### config.mk
export PLATFORM = sky130hd
export DESIGN_NAME = bcd_display_scanner
export DESIGN_NICKNAME = d
export VERILOG_FILES = /design/src/rtl/bcd_display_scanner.sv
export SDC_FILE = /design/constraint.sdc
export NUM_CORES = 1
export LEC_CHECK = 0
export CORE_UTILIZATION = 50
export CTS_CLUSTER_DIAMETER = 200
export DETAILED_ROUTE_END_ITERATION = 8
export GPL_TIMING_DRIVEN = 1
export HOLD_SLACK_MARGIN = 0.03
export PLACE_DENSITY_LB_ADDON = 0.25
export SETUP_SLACK_MARGIN = 0.05
export SYNTH_ARGS = -nofsm -noshare
export SYNTH_HDL_FRONTEND = slang
export SYNTH_SLANG_ARGS = --single-unit
### constraint.sdc
create_clock -name clk -period 4.2 [get_ports clk]
set_input_delay 1.05 -clock clk [delete_from_list [all_inputs] [get_ports clk]]
set_output_delay 1.05 -clock clk [all_outputs]
set_load 0.005 [all_outputs]
### src/rtl/bcd_display_scanner.sv
// Time-multiplexed 7-segment scanner for packed BCD digits.
// Decodes, blanks leading zeros and routes decimal points per digit.
module bcd_display_scanner #(
  parameter int NUM_DIGITS    = 4,
  parameter int REFRESH_DIV   = 50000,
  parameter int ACTIVE_LOW    = 1,
  parameter int BLANK_LEADING = 1
) (
  input  logic                          clk,
  input  logic                          reset,
  input  logic                          enable,
  input  logic [4*NUM_DIGITS-1:0]       digits,
  input  logic [NUM_DIGITS-1:0]         dp_in,
  output logic [NUM_DIGITS-1:0]         an,
  output logic [6:0]                    seg,
  output logic                          dp,
  output logic [$clog2(NUM_DIGITS)-1:0] scan_idx
);

  localparam int IW = $clog2(NUM_DIGITS);
  localparam int PW = $clog2(REFRESH_DIV);
  localparam logic [PW-1:0] PMAX = PW'(REFRESH_DIV - 1);
  localparam logic [IW-1:0] IMAX = IW'(NUM_DIGITS - 1);
  localparam logic INV = (ACTIVE_LOW != 0);
  localparam logic BLANK = (BLANK_LEADING != 0);

  logic [PW-1:0]         presc_q, presc_d;
  logic [IW-1:0]         idx_q, idx_d;
  logic [NUM_DIGITS-1:0] an_q, an_d;
  logic [6:0]            seg_q, seg_d;
  logic                  dp_q, dp_d;

  logic [3:0]            cur;
  logic                  upper_nz;
  logic                  blank;
  logic [NUM_DIGITS-1:0] an_l;
  logic [6:0]            seg_l;
  logic                  dp_l;

  // Segment bits are g..a, logical (active-high) sense.
  function automatic logic [6:0] dec7(input logic [3:0] v);
    logic [6:0] s;
    unique case (v)
      4'd0:    s = 7'b0111111;
      4'd1:    s = 7'b0000110;
      4'd2:    s = 7'b1011011;
      4'd3:    s = 7'b1001111;
      4'd4:    s = 7'b1100110;
      4'd5:    s = 7'b1101101;
      4'd6:    s = 7'b1111101;
      4'd7:    s = 7'b0000111;
      4'd8:    s = 7'b1111111;
      4'd9:    s = 7'b1101111;
      default: s = 7'b0000000;
    endcase
    return s;
  endfunction

  always_comb begin
    presc_d = presc_q + 1'b1;
    idx_d   = idx_q;
    if (presc_q == PMAX) begin
      presc_d = '0;
      idx_d   = (idx_q == IMAX) ? '0 : idx_q + 1'b1;
    end
  end

  always_comb begin
    cur      = '0;
    upper_nz = 1'b0;
    for (int k = 0; k < NUM_DIGITS; k++) begin
      if (IW'(k) == idx_q)
        cur = digits[4*k +: 4];
      // Any nonzero digit at or above the current one keeps it lit.
      if (k >= int'(idx_q) && digits[4*k +: 4] != 4'd0)
        upper_nz = 1'b1;
    end
    blank = BLANK && (idx_q != '0) && !upper_nz;
    an_l  = enable ? (NUM_DIGITS'(1) << idx_q) : '0;
    seg_l = (enable && !blank) ? dec7(cur) : '0;
    dp_l  = enable & dp_in[idx_q];
    an_d  = an_l ^ {NUM_DIGITS{INV}};
    seg_d = seg_l ^ {7{INV}};
    dp_d  = dp_l ^ INV;
  end

  always_ff @(posedge clk) begin
    if (reset) begin
      presc_q <= '0;
      idx_q   <= '0;
      an_q    <= {NUM_DIGITS{INV}};
      seg_q   <= {7{INV}};
      dp_q    <= INV;
    end else begin
      presc_q <= presc_d;
      idx_q   <= idx_d;
      an_q    <= an_d;
      seg_q   <= seg_d;
      dp_q    <= dp_d;
    end
  end

  assign an       = an_q;
  assign seg      = seg_q;
  assign dp       = dp_q;
  assign scan_idx = idx_q;

endmodule

==> results.sh, run 1 <==
# source this file to load flow results
export IMPL_dpl_worst_slack_ns=1.30
export IMPL_clockPowerShare=0.332
export IMPL_postCtsResizedCells=0
export IMPL_non_clock_inverter_count=7
export IMPL_net_switching_power_figure_mw=0.128
export IMPL_max_freq_mhz=388
export IMPL_detail_route_drc_violations=0
export IMPL_grt_setup_unrepaired="false"
export IMPL_crit_chain="clkdlybuf4s50_1 > nor2b_1 > o31ai_2 > or3_1 > a2bb2oi_1"
export IMPL_grt_ovfl_total=0
export IMPL_seq_power_mw=0.295
export IMPL_clk_pin_slew_ns=0.09
export IMPL_critPathArrivalTime_ns=2.79
export IMPL_critPathLaunchType="input pin"
export IMPL_synth_warnings=0
export IMPL_dieArea_sq_um=3310
export IMPL_slew_headroom=0.648
export IMPL_ir_drop_v=0.000160
export IMPL_grt_max_degree=16
export IMPL_ys_sh_adder=0.0892
export IMPL_critPathLaunch="reset"
export IMPL_largest_cell_class="logic gates"
export IMPL_post_synth_num_cell_types=40
export IMPL_numPlacedInstances=234
export IMPL_dr_total_vias=1351
export IMPL_setup_viol=0
export IMPL_period_minus_slack_ns=2.58
export IMPL_ctsHtreeMaxLevel=2
export IMPL_place_detailed_hpwl_um=2630
export IMPL_hold_path_origin="presc_q[0]$_SDFF_PP0_"
export IMPL_drtPass1Iterations=4
export IMPL_timing_critical_path_to="seg[6]$_SDFF_PP1_"
export IMPL_buffers_inserted_during_post_cts_setup_optimization=0
export IMPL_worstHoldPathCells=1
export IMPL_globalRouteMet3Util=0.0567
export IMPL_routed_top_layer="met4"
export IMPL_nNonClkBuffers=36
export IMPL_p_sw_frac=0.237
export IMPL_yosysCellCount=171
export IMPL_routed_wire_length_per_instance_um=13.9
export IMPL_cts_hold_buffers_added=0
export IMPL_rr_endpoint="seg[4]$_SDFF_PP1_"
export IMPL_mux_area_frac=0.0487
export IMPL_power_leakage_nw=0.736
export IMPL_met3_length_um=115
export IMPL_cts_tree="yes"
export IMPL_multi_input_combinational_cell_area_sq_um=881
export IMPL_layout_sequential_cells=30
export IMPL_met2_usage_grt=0.395
export IMPL_final_cell_mix="sky130_fd_sc_hd__clkdlybuf4s50_1, sky130_fd_sc_hd__dfxtp_1, sky130_fd_sc_hd__nor2_1"
export IMPL_num_nets_final=244
export IMPL_floorplan_core_util=0.545
export IMPL_combinationalPower_mw=0.0656
export IMPL_layout_filler_cells=231
export IMPL_buffer_area_frac=0.183
export IMPL_hold_path_class="flop to flop"
export IMPL_detailroute_wirelength_met2_um=1760
export IMPL_hold_violations=0
export IMPL_netlist_instances=171
export IMPL_timing_critical_path_slowest_stage_cell="sky130_fd_sc_hd__clkdlybuf4s50_1"
export IMPL_yosys_area_top_type_share=0.389
export IMPL_critical_path_class="input pin to flop"
export IMPL_critPathMaxFanout=6
export IMPL_synth_cells_most_frequent="sky130_fd_sc_hd__dfxtp_1, sky130_fd_sc_hd__nor2_1, sky130_fd_sc_hd__nand2_1"
export IMPL_timing_hold_worst_endpoint="presc_q[0]$_SDFF_PP0_"
export IMPL_cts_buffers=5
export IMPL_enable_flop_cells=0
export IMPL_yosys_area_share_simple=0.247
export IMPL_timing_rr_start="scan_idx[1]$_SDFFE_PP0P_"
export IMPL_viasPerCell=5.58
export IMPL_crit_required_ns=4.41
export IMPL_gr_usage_total=0.223
export IMPL_reg2reg_setup_slack_ns=1.95
export IMPL_power_density_cell_area_nw_per_um2=274
export IMPL_internal_power_mw=0.412
export IMPL_fp_nets=205
export IMPL_die_width_um=57.5
export IMPL_postPlaceCellArea_sq_um=1910
export IMPL_clk_path_buf_depth=2
export IMPL_post_synth_top_count_cell="sky130_fd_sc_hd__dfxtp_1"
export IMPL_top_cells_by_area="sky130_fd_sc_hd__dfxtp_1, sky130_fd_sc_hd__ha_1, sky130_fd_sc_hd__nor2_1"
export IMPL_holdWs_ns=0.490
export IMPL_die_height_um=57.5
export IMPL_buffer_ports_inserted=36
export IMPL_fin_tns_setup_ns=0
export IMPL_worst_path_dominant_cell_family="simple AND/OR/NAND/NOR gates"
export IMPL_cts_sinks=30
export IMPL_cap_viol_max_count=0
export IMPL_power_frac_comb=0.122
export IMPL_stdcell_count=242
export IMPL_first_global_vias=1333
export IMPL_syn_area_cell_sq_um=9.02
export IMPL_n_antenna_cell=0
export IMPL_yosys_area_top_type="sky130_fd_sc_hd__dfxtp_1"
export IMPL_fin_util=0.695
export IMPL_post_layout_total_power_mw=0.540
export IMPL_total_count_of_max_transition_violations_in_the_final_report=0
export IMPL_drt_iter0_drc=88
export IMPL_syn_cell_area_sq_um=1540
export IMPL_met1_routed_length_um=1350
export IMPL_fraction_of_final_layout_cells_with_drive_strength_greater_than_1=0.0711
export IMPL_numSynthFlops=30
export IMPL_cts_root_buf="sky130_fd_sc_hd__clkbuf_4"
export IMPL_ys_seq_frac=0.389
export IMPL_finalWeightedCongestion=0.823
export IMPL_crit_cells=5
export IMPL_leading_register_cell_type_out_of_synthesis="sky130_fd_sc_hd__dfxtp_1"
export IMPL_yosys_dominant_comb_family="simple AND/OR/NAND/NOR gates"
export IMPL_outcome="finished clean"
### Clock routing, run 1

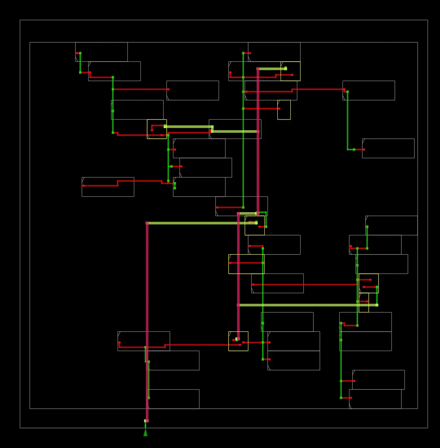
Latency at later pin: 0.33 ns
clock tree buffer count of the final layout: 7
clk_skew: 0.00387 ns

### Cells colored by class, run 1

Bar = 20 um.
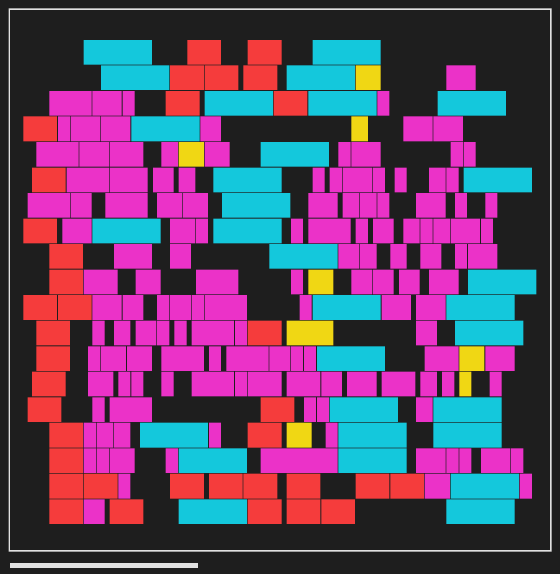
Key: combinational and other logic = magenta [cells 137]; clock drivers and dummy loads = yellow [cells 8]; flops = cyan [cells 30]; other buffers and delay cells = red [cells 36]
Placeable Area: 2830 sq um
sequential portion of the cell area: 0.305
Layout Cell Area excl Fill: 1970 sq um

### Gate families picked out, run 1

Bar = 20 um.
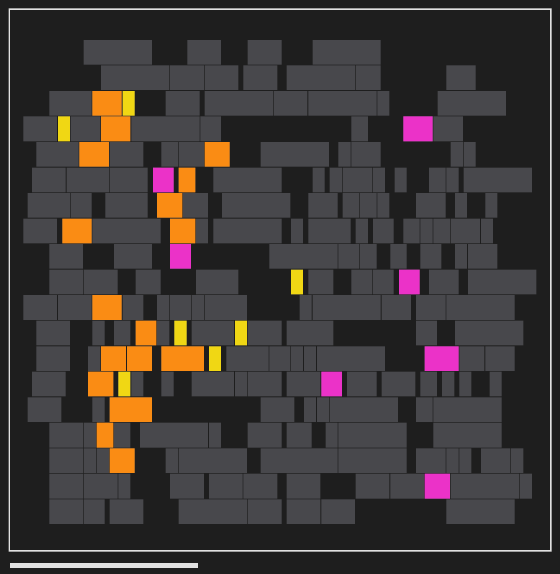
Key: inverters = yellow [cells 7]; inverting AOI/OAI gates = orange [cells 17]; AND and OR gates = magenta [cells 7]
fraction of area in multi-input gates: 0.448
most frequent standard cell in the layout excluding fill and tap cells: sky130_fd_sc_hd__clkdlybuf4s50_1

### Power grid, run 1

Pins as bars on the die edge. Tap cells in gray.
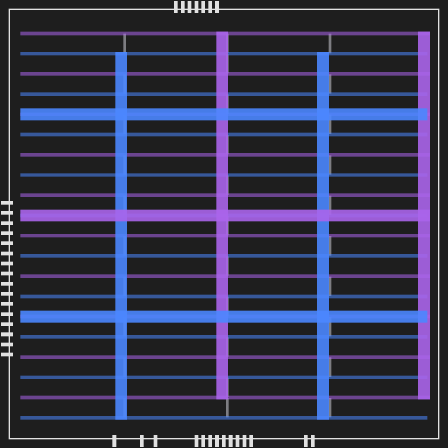
Key: VSS = blue; VDD = purple
4 straps on met4. 37 signal pins sit on the boundary. 20 met1 rails follow the rows. 31 tap cells.

### Clock wires, drivers and flops, run 1

Bar = 20 um.
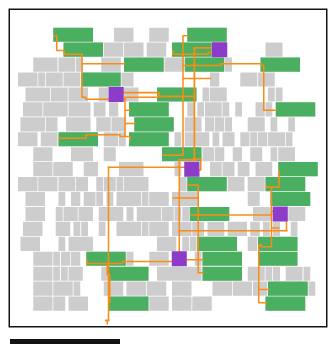

==> run 2: changes to the inputs <==
- CORE_UTILIZATION: 50 -> 44
- clock period: 4.2 -> 2.3 ns (I/O delays scaled with it)
### Clock wires, drivers and flops, run 2

Bar = 20 um.
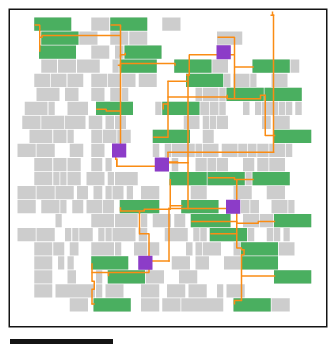
Key: flip-flops = green [count 30]; clock wires = orange [length 391 um]; clock drivers = purple [count 5]
There are 6 routed clock nets.
clock group share of total power: 0.329
clk_skew: 0.00524 ns
clock group power: 0.327 mW

### Cells colored by class, run 2

Bar = 20 um.
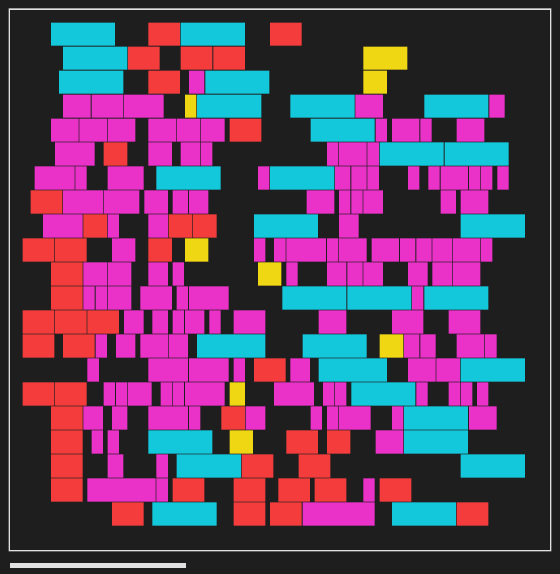
Key: clock drivers and dummy loads = yellow [cells 8]; other buffers and delay cells = red [cells 43]; combinational and other logic = magenta [cells 137]; flops = cyan [cells 30]
Placeable Area: 3340 sq um
standard-cell rows: 21
Layout Cell Area excl Fill: 2050 sq um
sequential portion of the cell area: 0.294
Layout Utilization: 0.615

==> run 2 against run 1 <==
Compared with the run above:
- area after synthesis unchanged
- total power grew 84%
- non-clock buffer count is 7 higher
- clock power is 83% higher
- design area rose by 4.3%
- critical path depth rose by 4
- setup slack worse by 1.4 ns
- wire length shrank 2.4%
- via count down 1.0%
- sequential share of layout area fell by 1.1 points
- critical path type is now flop to flop
==> results.sh, run 2 <==
# source this file to load flow results
export IMPL_net_switching_power_figure_mw=0.235
export IMPL_global_route_usage_met1=0.222
export IMPL_setup_worst_path_end_class="flop"
export IMPL_internal_power_mw=0.759
export IMPL_most_frequent_standard_cell_in_the_layout_excluding_fill_and_tap_cells="sky130_fd_sc_hd__clkdlybuf4s50_1"
export IMPL_critical_path_class="flop to flop"
export IMPL_worst_path_dominant_cell_family="AND-OR/OR-AND gates"
export IMPL_cts_root_buf="sky130_fd_sc_hd__clkbuf_4"
export IMPL_worstHoldPathCells=1
export IMPL_syn_area_cell_sq_um=9.02
export IMPL_ir_drop_v=0.000217
export IMPL_floorplan_core_util=0.462
export IMPL_largest_cell_class="logic gates"
export IMPL_numPlacedInstances=255
export IMPL_num_nets_final=251
export IMPL_period_minus_slack_ns=2.11
export IMPL_non_clock_inverter_count=7
export IMPL_nNonClkBuffers=43
export IMPL_buffers_inserted_during_post_cts_setup_optimization=0
export IMPL_routed_wire_length_per_instance_um=12.5
export IMPL_critPathMaxFanout=6
export IMPL_grt_max_degree=16
export IMPL_fp_nets=205
export IMPL_timing_critical_path_slowest_stage_cell="sky130_fd_sc_hd__dfxtp_2"
export IMPL_clock_buffer_count=7
export IMPL_n_antenna_cell=0
export IMPL_syn_cell_area_sq_um=1540
export IMPL_cts_buffers=5
export IMPL_max_freq_mhz=474
export IMPL_met1_routed_length_um=1460
export IMPL_tap_cell_count=46
export IMPL_power_leakage_nw=0.774
export IMPL_globalRouteMet3Util=0.0567
export IMPL_viasPerCell=5.06
export IMPL_setup_viol=0
export IMPL_dpl_worst_slack_ns=0.0427
export IMPL_timing_hold_worst_endpoint="presc_q[0]$_SDFF_PP0_"
export IMPL_post_synth_num_cell_types=40
export IMPL_grt_setup_unrepaired="false"
export IMPL_die_width_um=61.2
export IMPL_postPlaceCellArea_sq_um=1970
export IMPL_grt_ovfl_total=0
export IMPL_postCtsResizedCells=0
export IMPL_cts_tree="yes"
export IMPL_numSynthFlops=30
export IMPL_hold_violations=0
export IMPL_yosys_area_top_type="sky130_fd_sc_hd__dfxtp_1"
export IMPL_detail_route_drc_violations=0
export IMPL_critPathMostFrequentCell="sky130_fd_sc_hd__ha_1"
export IMPL_hold_path_origin="presc_q[0]$_SDFF_PP0_"
export IMPL_drt_iter0_drc=72
export IMPL_fraction_of_area_in_multi_input_gates=0.435
export IMPL_hold_path_class="flop to flop"
export IMPL_final_cell_mix="sky130_fd_sc_hd__clkdlybuf4s50_1, sky130_fd_sc_hd__dfxtp_1, sky130_fd_sc_hd__nor2_1"
export IMPL_yosys_area_share_simple=0.247
export IMPL_finalCritPeriodShare=0.917
export IMPL_cts_sinks=30
export IMPL_area_share_clock_buf_inv=0.0293
export IMPL_ys_sh_adder=0.0892
export IMPL_first_global_vias=1263
export IMPL_met2_usage_grt=0.342
export IMPL_timing_rr_start="scan_idx[0]$_SDFFE_PP0P_"
export IMPL_slew_headroom=0.659
export IMPL_cts_hold_buffers_added=0
export IMPL_buffer_area_frac=0.201
export IMPL_timing_critical_path_to="seg[1]$_SDFF_PP1_"
export IMPL_ios=37
export IMPL_top_cells_by_area="sky130_fd_sc_hd__dfxtp_1, sky130_fd_sc_hd__ha_1, sky130_fd_sc_hd__nor2_1"
export IMPL_crit_required_ns=2.53
export IMPL_netlist_instances=171
export IMPL_yosysCellCount=171
export IMPL_met3_length_um=117
export IMPL_multi_input_combinational_cell_area_sq_um=892
export IMPL_yosys_area_top_type_share=0.389
export IMPL_cap_viol_max_count=0
export IMPL_reg2reg_setup_slack_ns=0.19
export IMPL_leading_register_cell_type_out_of_synthesis="sky130_fd_sc_hd__dfxtp_1"
export IMPL_post_layout_total_power_mw=0.994
export IMPL_ctsHtreeMaxLevel=2
export IMPL_rr_endpoint="seg[1]$_SDFF_PP1_"
export IMPL_enable_flop_cells=0
export IMPL_synth_compound_area_share=0.101
export IMPL_die_height_um=61.2
export IMPL_synth_warnings=0
export IMPL_power_density_cell_area_nw_per_um2=484
export IMPL_critPathLaunch="scan_idx[0]$_SDFFE_PP0P_"
export IMPL_finalWeightedCongestion=0.874
export IMPL_yosys_dominant_comb_family="simple AND/OR/NAND/NOR gates"
export IMPL_detailroute_wirelength_met2_um=1650
export IMPL_ys_seq_frac=0.389
export IMPL_p_sw_frac=0.236
export IMPL_critPathLaunchType="flop"
export IMPL_latency_at_later_pin_ns=0.33
export IMPL_holdWs_ns=0.485
export IMPL_dr_total_vias=1337
export IMPL_mux_area_frac=0.0487
export IMPL_crit_cells=9
export IMPL_layout_filler_cells=318
export IMPL_post_synth_top_count_cell="sky130_fd_sc_hd__dfxtp_1"
export IMPL_clk_pin_slew_ns=0.09
export IMPL_synth_cells_most_frequent="sky130_fd_sc_hd__dfxtp_1, sky130_fd_sc_hd__nor2_1, sky130_fd_sc_hd__nand2_1"
export IMPL_seq_power_mw=0.539
export IMPL_stdcell_count=264
export IMPL_combinationalPower_mw=0.128
export IMPL_crit_chain="inv_1 > ha_1 > nor2_2 > o211ai_1 > o211a_1 > buf_4 > ha_1 > o21bai_1 > a21o_1"
export IMPL_gr_usage_total=0.199
export IMPL_async_flop_share=0
export IMPL_layout_sequential_cells=30
export IMPL_drtPass1Iterations=4
export IMPL_dieArea_sq_um=3750
export IMPL_power_frac_comb=0.129
export IMPL_fraction_of_final_layout_cells_with_drive_strength_greater_than_1=0.115
export IMPL_clk_path_buf_depth=2
export IMPL_fin_tns_setup_ns=0
export IMPL_total_count_of_max_transition_violations_in_the_final_report=0
export IMPL_place_detailed_hpwl_um=2540
export IMPL_routed_top_layer="met4"
export IMPL_storage_cell_area_sq_um=603
export IMPL_grt_pass1_wl_um=5330
export IMPL_buffer_ports_inserted=36
export IMPL_antenna_nets_post_route=0
export IMPL_critPathArrivalTime_ns=2.34
export IMPL_outcome="finished clean"
export IMPL_power_top_group="registers"
### Gate families picked out, run 2

Bar = 20 um.
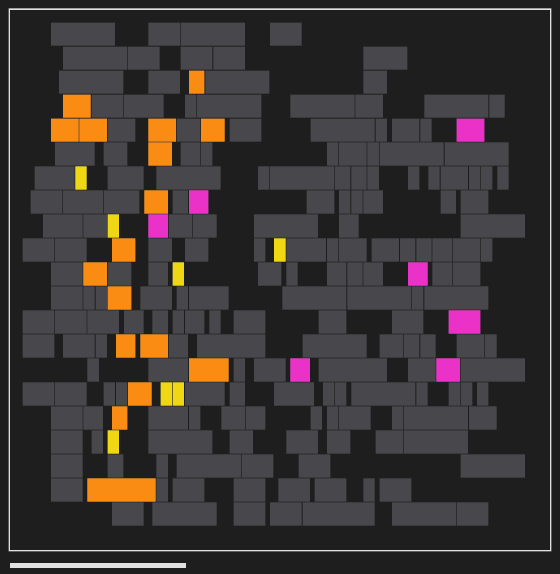

==> run 3: changes to the inputs <==
- RECOVER_POWER: not set -> 50
### Gate families picked out, run 3

Bar = 20 um.
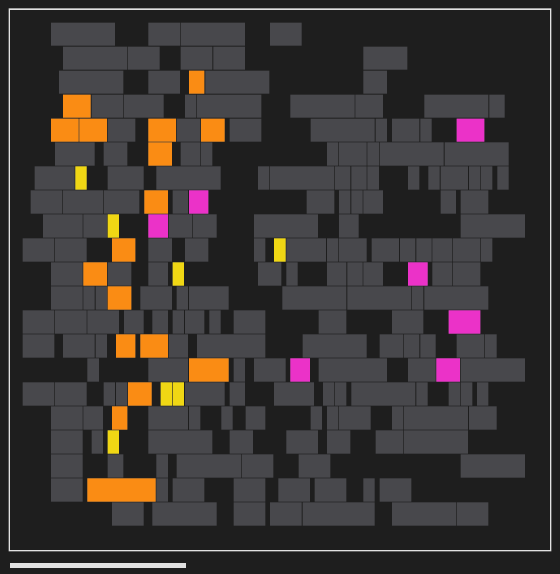
Key: AND and OR gates = magenta [cells 7]; inverting AOI/OAI gates = orange [cells 17]; inverters = yellow [cells 7]

==> run 3 against run 2 <==
Compared with the run above:
- register-to-register slack hardly changed
- total power is 0.52% lower
- wire length hardly changed
- worst hold slack hardly changed
- sequential power hardly changed
- flip-flop count stayed put
- design area is 0.18% lower
- clock-buffer cell count stayed put
==> results.sh, run 3 <==
# source this file to load flow results
export IMPL_outcome="finished clean"
export IMPL_latency_at_later_pin_ns=0.33
export IMPL_layout_sequential_cells=30
export IMPL_timing_rr_start="scan_idx[0]$_SDFFE_PP0P_"
export IMPL_yosysCellCount=171
export IMPL_gr_usage_total=0.199
export IMPL_core_rowCount=21
export IMPL_max_freq_mhz=474
export IMPL_final_cell_mix="sky130_fd_sc_hd__dfxtp_1, sky130_fd_sc_hd__nor2_1, sky130_fd_sc_hd__clkdlybuf4s50_1"
export IMPL_hold_path_class="flop to flop"
export IMPL_mux_area_frac=0.0487
export IMPL_setup_worst_path_end_class="flop"
export IMPL_dpl_worst_slack_ns=0.0427
export IMPL_global_route_usage_met1=0.222
export IMPL_met1_routed_length_um=1460
export IMPL_yosys_area_top_type_share=0.389
export IMPL_async_flop_share=0
export IMPL_grt_max_degree=16
export IMPL_storage_cell_area_sq_um=603
export IMPL_hold_violations=0
export IMPL_largest_cell_class="logic gates"
export IMPL_globalRouteMet3Util=0.0567
export IMPL_first_global_vias=1263
export IMPL_power_leakage_nw=0.741
export IMPL_fraction_of_final_layout_cells_with_drive_strength_greater_than_1=0.110
export IMPL_buffer_ports_inserted=36
export IMPL_critPathLaunch="scan_idx[0]$_SDFFE_PP0P_"
export IMPL_grt_pass1_wl_um=5330
export IMPL_critPathMaxFanout=6
export IMPL_holdWs_ns=0.485
export IMPL_finalCritPeriodShare=0.916
export IMPL_timing_hold_worst_endpoint="presc_q[0]$_SDFF_PP0_"
export IMPL_worst_path_dominant_cell_family="AND-OR/OR-AND gates"
export IMPL_cts_buffers=5
export IMPL_synth_warnings=0
export IMPL_nNonClkBuffers=43
export IMPL_fp_nets=205
export IMPL_routed_top_layer="met4"
export IMPL_hold_path_origin="presc_q[0]$_SDFF_PP0_"
export IMPL_finalWeightedCongestion=0.874
export IMPL_period_minus_slack_ns=2.11
export IMPL_postCtsResizedCells=0
export IMPL_clock_skew_final_ns=0.00597
export IMPL_setup_viol=0
export IMPL_cts_root_buf="sky130_fd_sc_hd__clkbuf_4"
export IMPL_netlist_instances=171
export IMPL_power_frac_comb=0.125
export IMPL_ir_drop_v=0.000214
export IMPL_met2_usage_grt=0.342
export IMPL_grt_ovfl_total=0
export IMPL_ios=37
export IMPL_cts_hold_buffers_added=0
export IMPL_reg2reg_setup_slack_ns=0.19
export IMPL_yosys_area_share_simple=0.247
export IMPL_combinationalPower_mw=0.124
export IMPL_detail_route_drc_violations=0
export IMPL_cap_viol_max_count=0
export IMPL_worstHoldPathCells=1
export IMPL_cts_sinks=30
export IMPL_power_top_group="registers"
export IMPL_detailroute_wirelength_met2_um=1640
export IMPL_cts_tree="yes"
export IMPL_fraction_of_area_in_multi_input_gates=0.436
export IMPL_ys_seq_frac=0.389
export IMPL_post_layout_total_power_mw=0.988
export IMPL_met3_length_um=123
export IMPL_clockPowerShare=0.330
export IMPL_clk_path_buf_depth=2
export IMPL_timing_critical_path_slowest_stage_cell="sky130_fd_sc_hd__dfxtp_2"
export IMPL_clock_net_power_mw=0.326
export IMPL_antenna_nets_post_route=0
export IMPL_enable_flop_cells=0
export IMPL_crit_required_ns=2.53
export IMPL_numSynthFlops=30
export IMPL_synth_cells_most_frequent="sky130_fd_sc_hd__dfxtp_1, sky130_fd_sc_hd__nor2_1, sky130_fd_sc_hd__nand2_1"
export IMPL_drt_iter0_drc=74
export IMPL_buffer_area_frac=0.200
export IMPL_total_count_of_max_transition_violations_in_the_final_report=0
export IMPL_p_sw_frac=0.236
export IMPL_synth_compound_area_share=0.101
export IMPL_stdcell_count=264
export IMPL_rr_endpoint="seg[1]$_SDFF_PP1_"
export IMPL_critPathMostFrequentCell="sky130_fd_sc_hd__ha_1"
export IMPL_dr_total_vias=1345
export IMPL_floorplan_core_util=0.462
export IMPL_crit_cells=9
export IMPL_area_share_clock_buf_inv=0.0293
export IMPL_seq_power_mw=0.539
export IMPL_viasPerCell=5.09
export IMPL_multi_input_combinational_cell_area_sq_um=892
export IMPL_internal_power_mw=0.755
export IMPL_drtPass1Iterations=4
export IMPL_yosys_area_top_type="sky130_fd_sc_hd__dfxtp_1"
export IMPL_critPathArrivalTime_ns=2.34
export IMPL_die_height_um=61.2
export IMPL_syn_area_cell_sq_um=9.02
export IMPL_syn_cell_area_sq_um=1540
export IMPL_layout_filler_cells=320
export IMPL_net_switching_power_figure_mw=0.233
export IMPL_most_frequent_standard_cell_in_the_layout_excluding_fill_and_tap_cells="sky130_fd_sc_hd__dfxtp_1"
export IMPL_postPlaceCellArea_sq_um=1970
export IMPL_n_antenna_cell=0
export IMPL_slew_headroom=0.663
export IMPL_die_width_um=61.2
export IMPL_critical_path_class="flop to flop"
export IMPL_clk_pin_slew_ns=0.09
### Cells colored by class, run 3

Bar = 20 um.
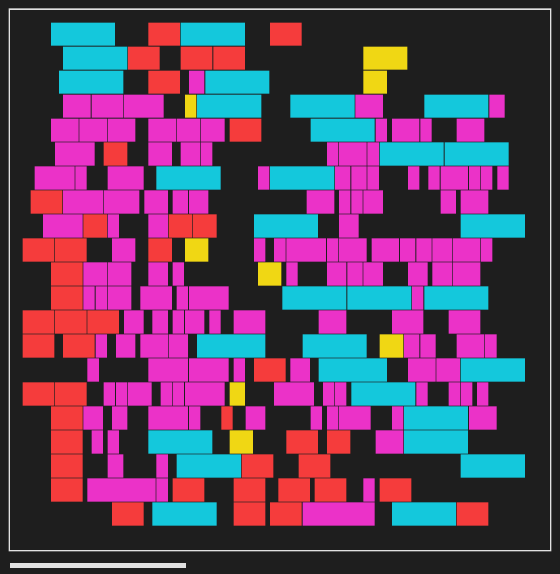
Key: clock drivers and dummy loads = yellow [cells 8]; combinational and other logic = magenta [cells 137]; flops = cyan [cells 30]; other buffers and delay cells = red [cells 43]
Layout Cell Area excl Fill: 2050 sq um
sequential portion of the cell area: 0.294
Layout Utilization: 0.614

Power figures rest on the tool's default switching activity, not on a simulated workload.
